[src/rtl/bs_spi_master_if.sv]
// Pin bundle for the Black-Scholes SPI master: operand handshake plus SPI pins.
// The master modport is the design side; slave is the driver/responder side.
interface bs_spi_master_if;
   logic        start;
   logic [15:0] S;
   logic [15:0] K;
   logic [15:0] r;
   logic [15:0] sigma;
   logic [15:0] T;
   logic        busy;
   logic        done;
   logic [15:0] call_price;
   logic        sck;
   logic        mosi;
   logic        cs;
   logic        miso;

   modport master (
      input  start, S, K, r, sigma, T, miso,
      output busy, done, call_price, sck, mosi, cs
   );

   modport slave (
      output start, S, K, r, sigma, T, miso,
      input  busy, done, call_price, sck, mosi, cs
   );
endinterface

[src/rtl/bs_spi_master.sv]
// Black-Scholes SPI master: writes an 80-bit operand frame (mode 0, MSB first),
// holds cs high for WAIT_CYCLES, then reads back a 16-bit call price.
module bs_spi_master #(
   parameter int unsigned CLK_DIV     = 4,
   parameter int unsigned WAIT_CYCLES = 64
) (
   input  logic            clk,
   input  logic            rst,
   bs_spi_master_if.master bus
);
   typedef enum logic [2:0] {IDLE, TX, GAP, RX, FIN} state_t;

   localparam logic [7:0]  DIV_LAST  = 8'(CLK_DIV - 1);
   localparam logic [15:0] WAIT_LAST = 16'(WAIT_CYCLES - 1);
   localparam logic [7:0]  TX_LAST   = 8'd160;
   localparam logic [7:0]  RX_LAST   = 8'd32;

   state_t      r_state;
   logic [79:0] r_tx_shift;
   logic [15:0] r_rx_shift;
   logic [15:0] r_call_price;
   logic [15:0] r_wait_cnt;
   logic [7:0]  r_div_cnt;
   logic [7:0]  r_half_cnt;
   logic        r_sck;
   logic        r_cs;
   logic        r_busy;
   logic        r_done;

   logic        w_level_end;
   logic [7:0]  w_frame_last;

   // A frame is 2N+1 sck levels of CLK_DIV cycles: low lead-in, N periods, low tail.
   assign w_level_end  = (r_div_cnt == DIV_LAST);
   assign w_frame_last = (r_state == RX) ? RX_LAST : TX_LAST;

   always_ff @(posedge clk) begin
      if (rst) begin
         // NOTE: reset clears the shift registers too, so mosi (bit 79) reads 0 straight out of reset.
         r_state      <= IDLE;
         r_tx_shift   <= '0;
         r_rx_shift   <= '0;
         r_call_price <= '0;
         r_wait_cnt   <= '0;
         r_div_cnt    <= '0;
         r_half_cnt   <= '0;
         r_sck        <= 1'b0;
         r_cs         <= 1'b1;
         r_busy       <= 1'b0;
         r_done       <= 1'b0;
      end else begin
         r_done <= 1'b0;
         case (r_state)
            IDLE: begin
               if (bus.start) begin
                  r_tx_shift <= {bus.S, bus.K, bus.r, bus.sigma, bus.T};
                  r_state    <= TX;
                  r_cs       <= 1'b0;
                  r_busy     <= 1'b1;
                  r_div_cnt  <= '0;
                  r_half_cnt <= '0;
               end
            end
            TX, RX: begin
               if (r_cs) begin
                  // Only reached in RX: the cycle after cs rose publishes the result.
                  r_state      <= FIN;
                  r_done       <= 1'b1;
                  r_call_price <= r_rx_shift;
               end else if (!w_level_end) begin
                  r_div_cnt <= r_div_cnt + 8'd1;
               end else if (r_half_cnt == w_frame_last) begin
                  r_div_cnt <= '0;
                  r_cs      <= 1'b1;
                  if (r_state == TX) begin
                     r_state    <= GAP;
                     r_wait_cnt <= '0;
                  end
               end else begin
                  r_div_cnt  <= '0;
                  r_half_cnt <= r_half_cnt + 8'd1;
                  r_sck      <= ~r_sck;
                  if (r_sck) begin
                     r_tx_shift <= {r_tx_shift[78:0], 1'b0};
                  end else if (r_state == RX) begin
                     r_rx_shift <= {r_rx_shift[14:0], bus.miso};
                  end
               end
            end
            GAP: begin
               if (r_wait_cnt == WAIT_LAST) begin
                  r_state    <= RX;
                  r_cs       <= 1'b0;
                  r_div_cnt  <= '0;
                  r_half_cnt <= '0;
                  r_rx_shift <= '0;
               end else begin
                  r_wait_cnt <= r_wait_cnt + 16'd1;
               end
            end
            FIN: begin
               r_state <= IDLE;
               r_busy  <= 1'b0;
            end
            default: r_state <= IDLE;
         endcase
      end
   end

   assign bus.sck        = r_sck;
   assign bus.mosi       = r_tx_shift[79];
   assign bus.cs         = r_cs;
   assign bus.busy       = r_busy;
   assign bus.done       = r_done;
   assign bus.call_price = r_call_price;
endmodule

[src/flat_wrapper.sv]
// flat-port wrapper written by rule: the top's interface ports become plain ports
module bs_spi_master_flat 
#(
   parameter int unsigned CLK_DIV     = 4,
   parameter int unsigned WAIT_CYCLES = 64
)
  (clk, rst, bus_start, bus_S, bus_K, bus_r, bus_sigma, bus_T, bus_miso, bus_busy, bus_done, bus_call_price, bus_sck, bus_mosi, bus_cs);
  bs_spi_master_if bus_i ();
  input  logic clk;
  input  logic rst;
  input wire logic [$bits(bus_i.start)-1:0] bus_start;
  input wire logic [$bits(bus_i.S)-1:0] bus_S;
  input wire logic [$bits(bus_i.K)-1:0] bus_K;
  input wire logic [$bits(bus_i.r)-1:0] bus_r;
  input wire logic [$bits(bus_i.sigma)-1:0] bus_sigma;
  input wire logic [$bits(bus_i.T)-1:0] bus_T;
  input wire logic [$bits(bus_i.miso)-1:0] bus_miso;
  output wire logic [$bits(bus_i.busy)-1:0] bus_busy;
  output wire logic [$bits(bus_i.done)-1:0] bus_done;
  output wire logic [$bits(bus_i.call_price)-1:0] bus_call_price;
  output wire logic [$bits(bus_i.sck)-1:0] bus_sck;
  output wire logic [$bits(bus_i.mosi)-1:0] bus_mosi;
  output wire logic [$bits(bus_i.cs)-1:0] bus_cs;
  assign bus_i.start = bus_start;
  assign bus_i.S = bus_S;
  assign bus_i.K = bus_K;
  assign bus_i.r = bus_r;
  assign bus_i.sigma = bus_sigma;
  assign bus_i.T = bus_T;
  assign bus_i.miso = bus_miso;
  assign bus_busy = bus_i.busy;
  assign bus_done = bus_i.done;
  assign bus_call_price = bus_i.call_price;
  assign bus_sck = bus_i.sck;
  assign bus_mosi = bus_i.mosi;
  assign bus_cs = bus_i.cs;
  bs_spi_master #(.CLK_DIV(CLK_DIV), .WAIT_CYCLES(WAIT_CYCLES)) u_core (.clk(clk), .rst(rst), .bus(bus_i));
endmodule
[config.mk]
export PLATFORM = sky130hd
export DESIGN_NAME = bs_spi_master_flat
export DESIGN_NICKNAME = d
export VERILOG_FILES = /design/src/rtl/bs_spi_master_if.sv /design/src/rtl/bs_spi_master.sv /design/src/flat_wrapper.sv
export SDC_FILE = /design/constraint.sdc
export NUM_CORES = 1
export LEC_CHECK = 0
export CAP_MARGIN = 10
export CORE_MARGIN = 2
export CORE_UTILIZATION = 49
export DETAILED_ROUTE_END_ITERATION = 8
export PLACE_DENSITY = 0.76
export SYNTH_ARGS = -nofsm -noshare
export SYNTH_HDL_FRONTEND = slang
export SYNTH_SLANG_ARGS = --single-unit
[constraint.sdc]
create_clock -name clk -period 1.8 [get_ports clk]
set_input_delay 0.36 -clock clk [delete_from_list [all_inputs] [get_ports clk]]
set_output_delay 0.36 -clock clk [all_outputs]
set_load 0.05 [all_outputs]
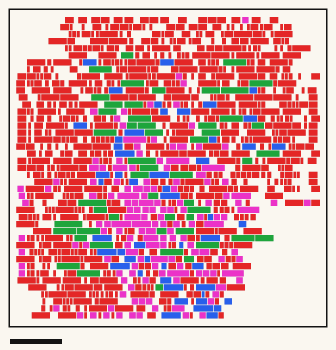
**Above:** cells by drive strength.
Scale bar: 20 um.
| colour | size | cells |
|---|---|---|
| blue | x2 | 50 |
| green | x6 and larger | 51 |
| red | x1 and smaller | 785 |
| magenta | x3 and x4 | 148 |

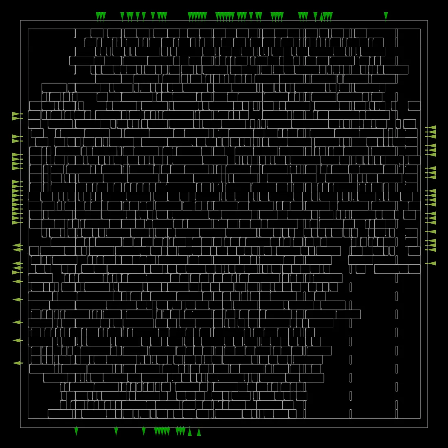
**Above:** cell outlines without signal wires.
area of the core: 13770 um^2
TAP cells: 180
number of fill cells: 1027
Finished Core Util: 71.91%
# rows: 43

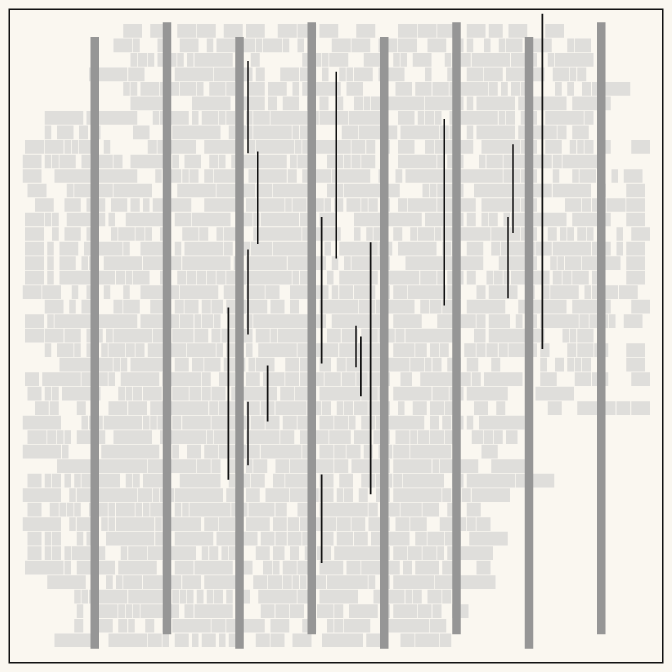
**Above:** metal 4.
Supply wires on this layer in grey.
main direction: vertical
nets with wire on the layer: 14

==> notes.md <==
Numbers from the implementation run.

The required arrival time at the worst endpoint is 2.16 ns. The number of placed instances with taps included is 1160. The initial core utilization is 49.74%. The arrival time of the worst setup path is 2.35 ns. Per the skew report, the later register of the worst-skew pair sees a clock latency of 0.42 ns. The worst hold path was traced through 4 stages. On the worst path, the slowest cell contributes a delay of 0.47 ns. Per STA, the worst path is made up of ha_4 -> nor4b_4 -> buf_4 -> a31oi_4 -> a21o_4 -> buf_12 -> or4_4 -> a21oi_2. Endpoints with negative setup slack in the final report add up to 115.

The final RePlAce weighted congestion is 0.8458. The most common logic cells in the final layout are nand2_1, dfxtp_1, buf_4, a21oi_1, clkdlybuf4s50_1. The flop count is 151. Subtracting the final worst setup slack from the clock period gives 1.994 ns. Across all checked pins, the minimum headroom to the slew limit is 54.24%.

Clock network power for this build is 3870 uW. For this design the static power due to leakage is 0.003799 uW. Counting the warning lines in the Yosys log gives 0.

The clock tree synthesis step divided the H-tree into 4 levels. The count of nets after finishing is 1109. The post-cts repair resize count is 22. The worst slack after detailed placement is -0.3746 ns.

The final antenna diode tally reported by the flow is 0. The number of buffers and inverters on the critical path is 2. The checks that failed: setup timing. For this run, global-route usage on met1 was measured as 32.77%. The routed layout has 7093 vias. The flop-to-flop setup slack is -0.19 ns.

In this run the tools logged warnings totalling 30. The buffer cell driving the clock tree root is clkbuf_16. Synthesis produced a netlist whose cell count is 848. The kind of start point of the critical path is a flop.

The detailed-route wire length is 20.00 mm. Yosys attributes the largest share of cell area to dfxtp_1, nand2_1, a311oi_1, a21oi_1, clkbuf_1. The flow ran to the end, but the final reports show violations. According to the timing report, the critical path is captured at u_core.r_half_cnt[2]. In this run the VDD rail shows a maximum IR drop of 0.001008 V.

The final-layout clock-cell area share is 6.468%. The least setup slack across all paths after layout is -0.1942 ns.
No activity file was given, so power comes from the tool's default toggle rates.
